**Placement density heat map**

Bar = 20 um. 8 x 8 tiles, from dark blue (low) to red (high), 0 to 100% covered.
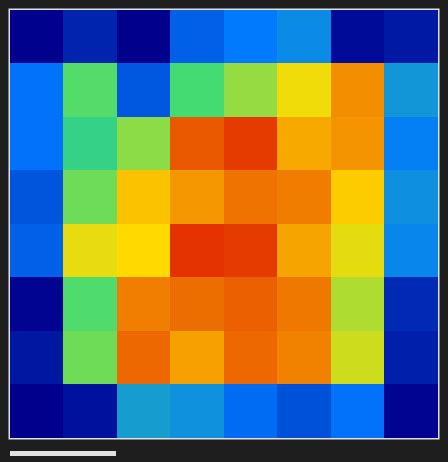
**Cells colored by class**

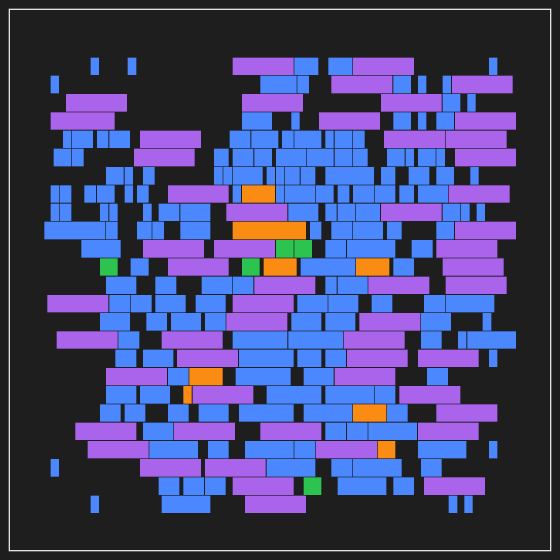
`src/rtl/csa_accumulator_if.sv`:
```
// ----------------------------------------------------------------------------
// csa_accumulator_if
// Beat-in / result-out bundle for csa_accumulator.
//   in_valid, in_ready, in_last, pv_s, pv_c : one sum/carry pair per beat
//   out_valid, out_ready, out_data, out_beats : resolved frame result
// Modports:
//   slave  - the accumulator side (consumes beats, produces results)
//   master - the surrounding logic (CSA tree upstream, result sink downstream)
// ----------------------------------------------------------------------------
interface csa_accumulator_if #(
  parameter int MAX   = 7,
  parameter int ACC_W = 16
);
  logic             in_valid;
  logic             in_ready;
  logic             in_last;
  logic [MAX-1:0]   pv_s;
  logic [MAX-1:0]   pv_c;
  logic             out_valid;
  logic             out_ready;
  logic [ACC_W-1:0] out_data;
  logic [7:0]       out_beats;

  modport slave (
    input  in_valid, in_last, pv_s, pv_c, out_ready,
    output in_ready, out_valid, out_data, out_beats
  );

  modport master (
    output in_valid, in_last, pv_s, pv_c, out_ready,
    input  in_ready, out_valid, out_data, out_beats
  );
endinterface

```
`src/rtl/csa_accumulator.sv`:
```
// ----------------------------------------------------------------------------
// csa_accumulator
// Carry-save frame accumulator. Each accepted beat folds a sum/carry pair into
// a carry-save accumulator through a 4:2 compressor (no carry propagation on
// the input path). The beat flagged in_last closes the frame; the accumulator
// is then resolved CHUNK bits per cycle by a small carry-propagate adder and
// the binary result is offered on a valid/ready output.
//
// Ports:
//   clk  - clock
//   rst  - asynchronous active-high reset
//   bus  - csa_accumulator_if.slave:
//            in_valid/in_ready/in_last/pv_s/pv_c  beat input
//            out_valid/out_ready/out_data/out_beats result output
//
// Build option:
//   CSA_ACC_BEATCNT_EN - when defined, an 8-bit saturating beat counter drives
//                        out_beats; otherwise out_beats is tied to zero.
// ----------------------------------------------------------------------------
module csa_accumulator #(
  parameter int MAX   = 7,
  parameter int ACC_W = 16,
  parameter int CHUNK = 4
) (
  input  logic             clk,
  input  logic             rst,
  csa_accumulator_if.slave bus
);

  localparam int NCH    = (ACC_W + CHUNK - 1) / CHUNK;
  localparam int PAD_W  = NCH * CHUNK;
  localparam int CIDX_W = (NCH > 1) ? $clog2(NCH) : 1;
  localparam logic [CIDX_W-1:0] LAST_CHUNK = CIDX_W'(NCH - 1);

  typedef enum logic [1:0] {
    ST_ACC     = 2'd0,
    ST_RESOLVE = 2'd1,
    ST_OUT     = 2'd2
  } state_t;

  // 3:2 compressor over full accumulator width; returns {carry, sum}.
  // The carry vector is pre-shifted and its top bit dropped (mod 2^ACC_W).
  function automatic logic [2*ACC_W-1:0] csa32(
    input logic [ACC_W-1:0] a,
    input logic [ACC_W-1:0] b,
    input logic [ACC_W-1:0] c
  );
    logic [ACC_W-1:0] sum_v;
    logic [ACC_W-1:0] maj_v;
    sum_v = a ^ b ^ c;
    maj_v = (a & b) | (a & c) | (b & c);
    return {maj_v[ACC_W-2:0], 1'b0, sum_v};
  endfunction

  state_t              state_r;
  logic [ACC_W-1:0]    acc_sum_r;
  logic [ACC_W-1:0]    acc_car_r;
  logic [ACC_W-1:0]    res_r;
  logic [CIDX_W-1:0]   chunk_idx_r;
  logic                cin_r;
  logic                in_ready_r;
  logic                out_valid_r;

  logic [ACC_W-1:0]    pv_s_ext_s;
  logic [ACC_W-1:0]    pv_c_ext_s;
  logic [2*ACC_W-1:0]  l1_s;
  logic [2*ACC_W-1:0]  l2_s;
  logic [PAD_W-1:0]    sum_pad_s;
  logic [PAD_W-1:0]    car_pad_s;
  logic [PAD_W-1:0]    res_pad_s;
  logic [CHUNK:0]      chunk_add_s;
  logic [ACC_W-1:0]    res_next_s;
  int                  chunk_base_s;
  logic                beat_acc_s;
  logic                out_hs_s;

  // in_ready is only high in ACC, so it alone qualifies a beat.
  assign beat_acc_s = bus.in_valid & in_ready_r;
  assign out_hs_s   = out_valid_r & bus.out_ready;

  // 4:2 compression of the accumulator with the incoming pair, and the
  // chunk adder used while resolving.
  always_comb begin
    pv_s_ext_s = '0;
    pv_s_ext_s[MAX-1:0] = bus.pv_s;
    pv_c_ext_s = '0;
    pv_c_ext_s[MAX-1:0] = bus.pv_c;

    l1_s = csa32(acc_sum_r, acc_car_r, pv_s_ext_s);
    l2_s = csa32(l1_s[ACC_W-1:0], l1_s[2*ACC_W-1:ACC_W], pv_c_ext_s);

    // Padding lets the final chunk be handled like the others; bits above
    // ACC_W are zero on input and discarded on output.
    chunk_base_s = int'(chunk_idx_r) * CHUNK;
    sum_pad_s = '0;
    sum_pad_s[ACC_W-1:0] = acc_sum_r;
    car_pad_s = '0;
    car_pad_s[ACC_W-1:0] = acc_car_r;

    chunk_add_s = {1'b0, sum_pad_s[chunk_base_s +: CHUNK]}
                + {1'b0, car_pad_s[chunk_base_s +: CHUNK]}
                + {{CHUNK{1'b0}}, cin_r};

    res_pad_s = '0;
    res_pad_s[ACC_W-1:0] = res_r;
    res_pad_s[chunk_base_s +: CHUNK] = chunk_add_s[CHUNK-1:0];
    res_next_s = res_pad_s[ACC_W-1:0];
  end

  // Control FSM with accumulator, resolve datapath and registered handshakes.
  always_ff @(posedge clk or posedge rst) begin
    if (rst) begin
      state_r     <= ST_ACC;
      acc_sum_r   <= '0;
      acc_car_r   <= '0;
      res_r       <= '0;
      chunk_idx_r <= '0;
      cin_r       <= 1'b0;
      in_ready_r  <= 1'b1;
      out_valid_r <= 1'b0;
    end else begin
      case (state_r)
        ST_ACC: begin
          if (beat_acc_s) begin
            acc_sum_r <= l2_s[ACC_W-1:0];
            acc_car_r <= l2_s[2*ACC_W-1:ACC_W];
            if (bus.in_last) begin
              state_r     <= ST_RESOLVE;
              in_ready_r  <= 1'b0;
              chunk_idx_r <= '0;
              cin_r       <= 1'b0;
            end
          end
        end
        ST_RESOLVE: begin
          res_r <= res_next_s;
          if (chunk_idx_r == LAST_CHUNK) begin
            // Carry out of the top chunk falls off: result is mod 2^ACC_W.
            state_r     <= ST_OUT;
            out_valid_r <= 1'b1;
            chunk_idx_r <= '0;
            cin_r       <= 1'b0;
          end else begin
            chunk_idx_r <= chunk_idx_r + 1'b1;
            cin_r       <= chunk_add_s[CHUNK];
          end
        end
        ST_OUT: begin
          if (out_hs_s) begin
            state_r     <= ST_ACC;
            out_valid_r <= 1'b0;
            in_ready_r  <= 1'b1;
            acc_sum_r   <= '0;
            acc_car_r   <= '0;
            cin_r       <= 1'b0;
          end
        end
        default: begin
          state_r     <= ST_ACC;
          acc_sum_r   <= '0;
          acc_car_r   <= '0;
          chunk_idx_r <= '0;
          cin_r       <= 1'b0;
          in_ready_r  <= 1'b1;
          out_valid_r <= 1'b0;
        end
      endcase
    end
  end

  assign bus.in_ready  = in_ready_r;
  assign bus.out_valid = out_valid_r;
  assign bus.out_data  = res_r;

`ifdef CSA_ACC_BEATCNT_EN
  logic [7:0] beats_r;

  // Saturating per-frame beat counter; only moves in ACC or on the handshake,
  // so it is stable while the result is stalled.
  always_ff @(posedge clk or posedge rst) begin
    if (rst) begin
      beats_r <= 8'd0;
    end else if (out_hs_s) begin
      beats_r <= 8'd0;
    end else if (beat_acc_s && (beats_r != 8'hFF)) begin
      beats_r <= beats_r + 8'd1;
    end
  end

  assign bus.out_beats = beats_r;
`else
  assign bus.out_beats = 8'd0;
`endif

endmodule

```
`src/flat_wrapper.sv`:
```
// flat-port wrapper written by rule: the top's interface ports become plain ports
module csa_accumulator_flat 
#(
  parameter int MAX   = 7,
  parameter int ACC_W = 16,
  parameter int CHUNK = 4
)
  (clk, rst, bus_in_valid, bus_in_last, bus_pv_s, bus_pv_c, bus_out_ready, bus_in_ready, bus_out_valid, bus_out_data, bus_out_beats);
  csa_accumulator_if #(.MAX(MAX), .ACC_W(ACC_W)) bus_i ();
  input  logic clk;
  input  logic rst;
  input wire logic [$bits(bus_i.in_valid)-1:0] bus_in_valid;
  input wire logic [$bits(bus_i.in_last)-1:0] bus_in_last;
  input wire logic [$bits(bus_i.pv_s)-1:0] bus_pv_s;
  input wire logic [$bits(bus_i.pv_c)-1:0] bus_pv_c;
  input wire logic [$bits(bus_i.out_ready)-1:0] bus_out_ready;
  output wire logic [$bits(bus_i.in_ready)-1:0] bus_in_ready;
  output wire logic [$bits(bus_i.out_valid)-1:0] bus_out_valid;
  output wire logic [$bits(bus_i.out_data)-1:0] bus_out_data;
  output wire logic [$bits(bus_i.out_beats)-1:0] bus_out_beats;
  assign bus_i.in_valid = bus_in_valid;
  assign bus_i.in_last = bus_in_last;
  assign bus_i.pv_s = bus_pv_s;
  assign bus_i.pv_c = bus_pv_c;
  assign bus_i.out_ready = bus_out_ready;
  assign bus_in_ready = bus_i.in_ready;
  assign bus_out_valid = bus_i.out_valid;
  assign bus_out_data = bus_i.out_data;
  assign bus_out_beats = bus_i.out_beats;
  csa_accumulator #(.MAX(MAX), .ACC_W(ACC_W), .CHUNK(CHUNK)) u_core (.clk(clk), .rst(rst), .bus(bus_i));
endmodule
```
`config.mk`:
```
export PLATFORM = sky130hd
export DESIGN_NAME = csa_accumulator_flat
export DESIGN_NICKNAME = d
export VERILOG_FILES = /design/src/rtl/csa_accumulator_if.sv /design/src/rtl/csa_accumulator.sv /design/src/flat_wrapper.sv
export SDC_FILE = /design/constraint.sdc
export NUM_CORES = 1
export LEC_CHECK = 0
export ABC_CLOCK_PERIOD_IN_PS = 3000
export CORE_MARGIN = 5
export CORE_UTILIZATION = 63
export DETAILED_ROUTE_END_ITERATION = 16
export DONT_BUFFER_PORTS = 1
export PLACE_DENSITY = 0.84
export SYNTH_ARGS = -nofsm -noshare
export SYNTH_HDL_FRONTEND = slang
export SYNTH_SLANG_ARGS = --single-unit
export TNS_END_PERCENT = 5
```
`constraint.sdc`:
```
create_clock -name clk -period 3 [get_ports clk]
set_input_delay 0.6 -clock clk [delete_from_list [all_inputs] [get_ports clk]]
set_output_delay 0.6 -clock clk [all_outputs]
set_load 0.01 [all_outputs]
```
==> reports/qor.rpt <==
======================================================================================================
Result of the run                                                                         finished clean
Maximum clock frequency                                                                        388 MHz
Number of synthesized flops with an enable pin                                                       0
Worst Hold Margin                                                                               220 ps
P_leak                                                                                         1.60 nW
Chip Area, Yosys                                                                             3130 um^2
Worst skew pair latency                                                                         310 ps
Number of port buffers                                                                               0
Count of plain and timing-repair buffers in the layout                                               5
Sequential cell fraction of total power                                                          42.3%
Worst setup slack after layout                                                                  420 ps
Commonest non-fill, non-tap cell in the layout                                            sky130_fd_sc_hd__dfrtp_1
Slack of the worst reg-to-reg path                                                              420 ps
MI comb area                                                                                 1640 um^2
I/O pin total                                                                                       45
Via count                                                                                         2013
Max Used Layer                                                                                    met4
CP max-delay cell                                                                         sky130_fd_sc_hd__dfrtp_1
Launch point of the worst reg-to-reg path                                                 u_core.chunk_idx_r[1]$_DFFE_PP0P_
Dominant power group                                                                         registers
Synth logic family                                                                         adder cells
Total power consumption of the routed design                                                 0.00280 W
Arrival time at the worst endpoint                                                             2790 ps
Most instantiated logic cells after routing                                               53 x sky130_fd_sc_hd__dfrtp_1, 33 x sky130_fd_sc_hd__a22o_1, 27 x sky130_fd_sc_hd__ha_1
Initial DRT Pass Iterations                                                                          4
Clock transition at the register clock pins on the worst setup and hold paths after CTS          90 ps
Total routed wire length on the met1 layer                                                     2800 um
Count of inserted antenna diode cells                                                                0
Transition at the pin with the smallest max-transition slack                                    809 ps
Number of global-route vias before repair                                                         2054
Global route total overflow                                                                          0
Detail Route met2 WL                                                                           2970 um
Buffering stage count on the worst path with inverters included                                      0
Minimum clock period                                                                           2580 ps
Reported sequential group power                                                              0.00118 W
Top cell class by occupied area                                                           combinational gates
Clock share of power                                                                             17.2%
Area growth syn-to-layout                                                                        4.00%
Fillcell total                                                                                     365
Proportion of synthesized area in mux cells                                                      5.36%
Largest buffer count on any clock path                                                               2
Largest net degree at the start of global routing                                                   32
Final clock skew                                                                               9.13 ps
Max-Slew Margin vs Limit                                                                         45.9%
Clk_buf instances                                                                                    6
Well-Tap Cells                                                                                      67
Slew Limit Fails                                                                                     0
Flop count                                                                                          54
Count of non-filler cells in the finished layout                                                   312
CTS Root Buffer Type                                                                      sky130_fd_sc_hd__clkbuf_8
Sequential cell area                                                                         1350 um^2
Signal inverters                                                                                     8
Number of distinct library cells after synthesis                                                    40
Fin Setup TNS                                                                                     0 ps
Final Cycle Share                                                                                86.0%
Area share of and-or/or-and cells after synthesis                                                18.3%
Total wirelength of the detailed-routed design                                                 6260 um
Unrepaired setup endpoints after global routing                                                     no
CP top delay family                                                                        adder cells
DRC violations left                                                                                  0
Share of post-route cells with drive strength above 1                                            11.0%
Mean instance size in the synthesized netlist                                                12.8 um^2
Met2 Usage GRT                                                                                   33.3%
Post-synthesis share of cell area spent on full adders, half adders and majority gates           19.8%
Most frequent cell after synthesis                                                        sky130_fd_sc_hd__dfrtp_1
P_int                                                                                        0.00170 W
Maximum level of the CTS H-tree                                                                      2
Synthesized registers                                                                               54
Post-synth top area share                                                                        42.4%
Estimated wirelength of the detail-placed design                                               4770 um
Reported combinational group power                                                           0.00113 W
Crit start category                                                                           register
Crit-path max cell delay                                                                        560 ps
Area after detailed placement                                                                3140 um^2
Number of placed instances with taps included                                                      304
Met3 track demand over resource in global routing                                                5.16%
Total number of yosys warnings                                                                       0
Total GRT Usage                                                                                  21.5%
Share of synthesized area occupied by flip-flops and latches                                     43.2%
Top_reg_cell synth                                                                        sky130_fd_sc_hd__dfrtp_1
TritonCTS buffer count                                                                               5
Die width                                                                                      80.5 um
Tally of nets with antenna violations remaining after routing                                        0
Quantity of hold-fixing buffers added after cts                                                      0
Ordered cell list for the critical path                                                   mux2i_1 -> o21ai_0 -> fa_1 -> fa_1 -> xor2_1 -> nand2b_1 -> o31ai_1
P_clk                                                                                       0.000482 W
Global-route met1 utilization                                                                    30.5%
Hold violation total from the final report                                                           0
======================================================================================================
About 'placement density heat map':
fullest tile = 94%
tiles over 75% full = 34%
nearly empty tiles = 7.8%
emptiest ninth of the die = upper left
mean over tiles = 49%
Core Footprint: 4790 um^2
initial core utilization: 65.4%
share of the core filled with cells: 68.0%

About 'cells colored by class':
purple -> registers  # cells 54, share of their area 43%
orange -> clock drivers and dummy loads  # cells 8, share of their area 3.5%
blue -> remaining logic cells  # cells 178, share of their area 53%
green -> remaining buffers and delay cells  # cells 5, share of their area 1.2%
standard-cell rows: 25
register share of the cell area: 41.6%
Non-Filler Cell Area, Final: 3250 um^2

Power and IR drop assume default switching activity.
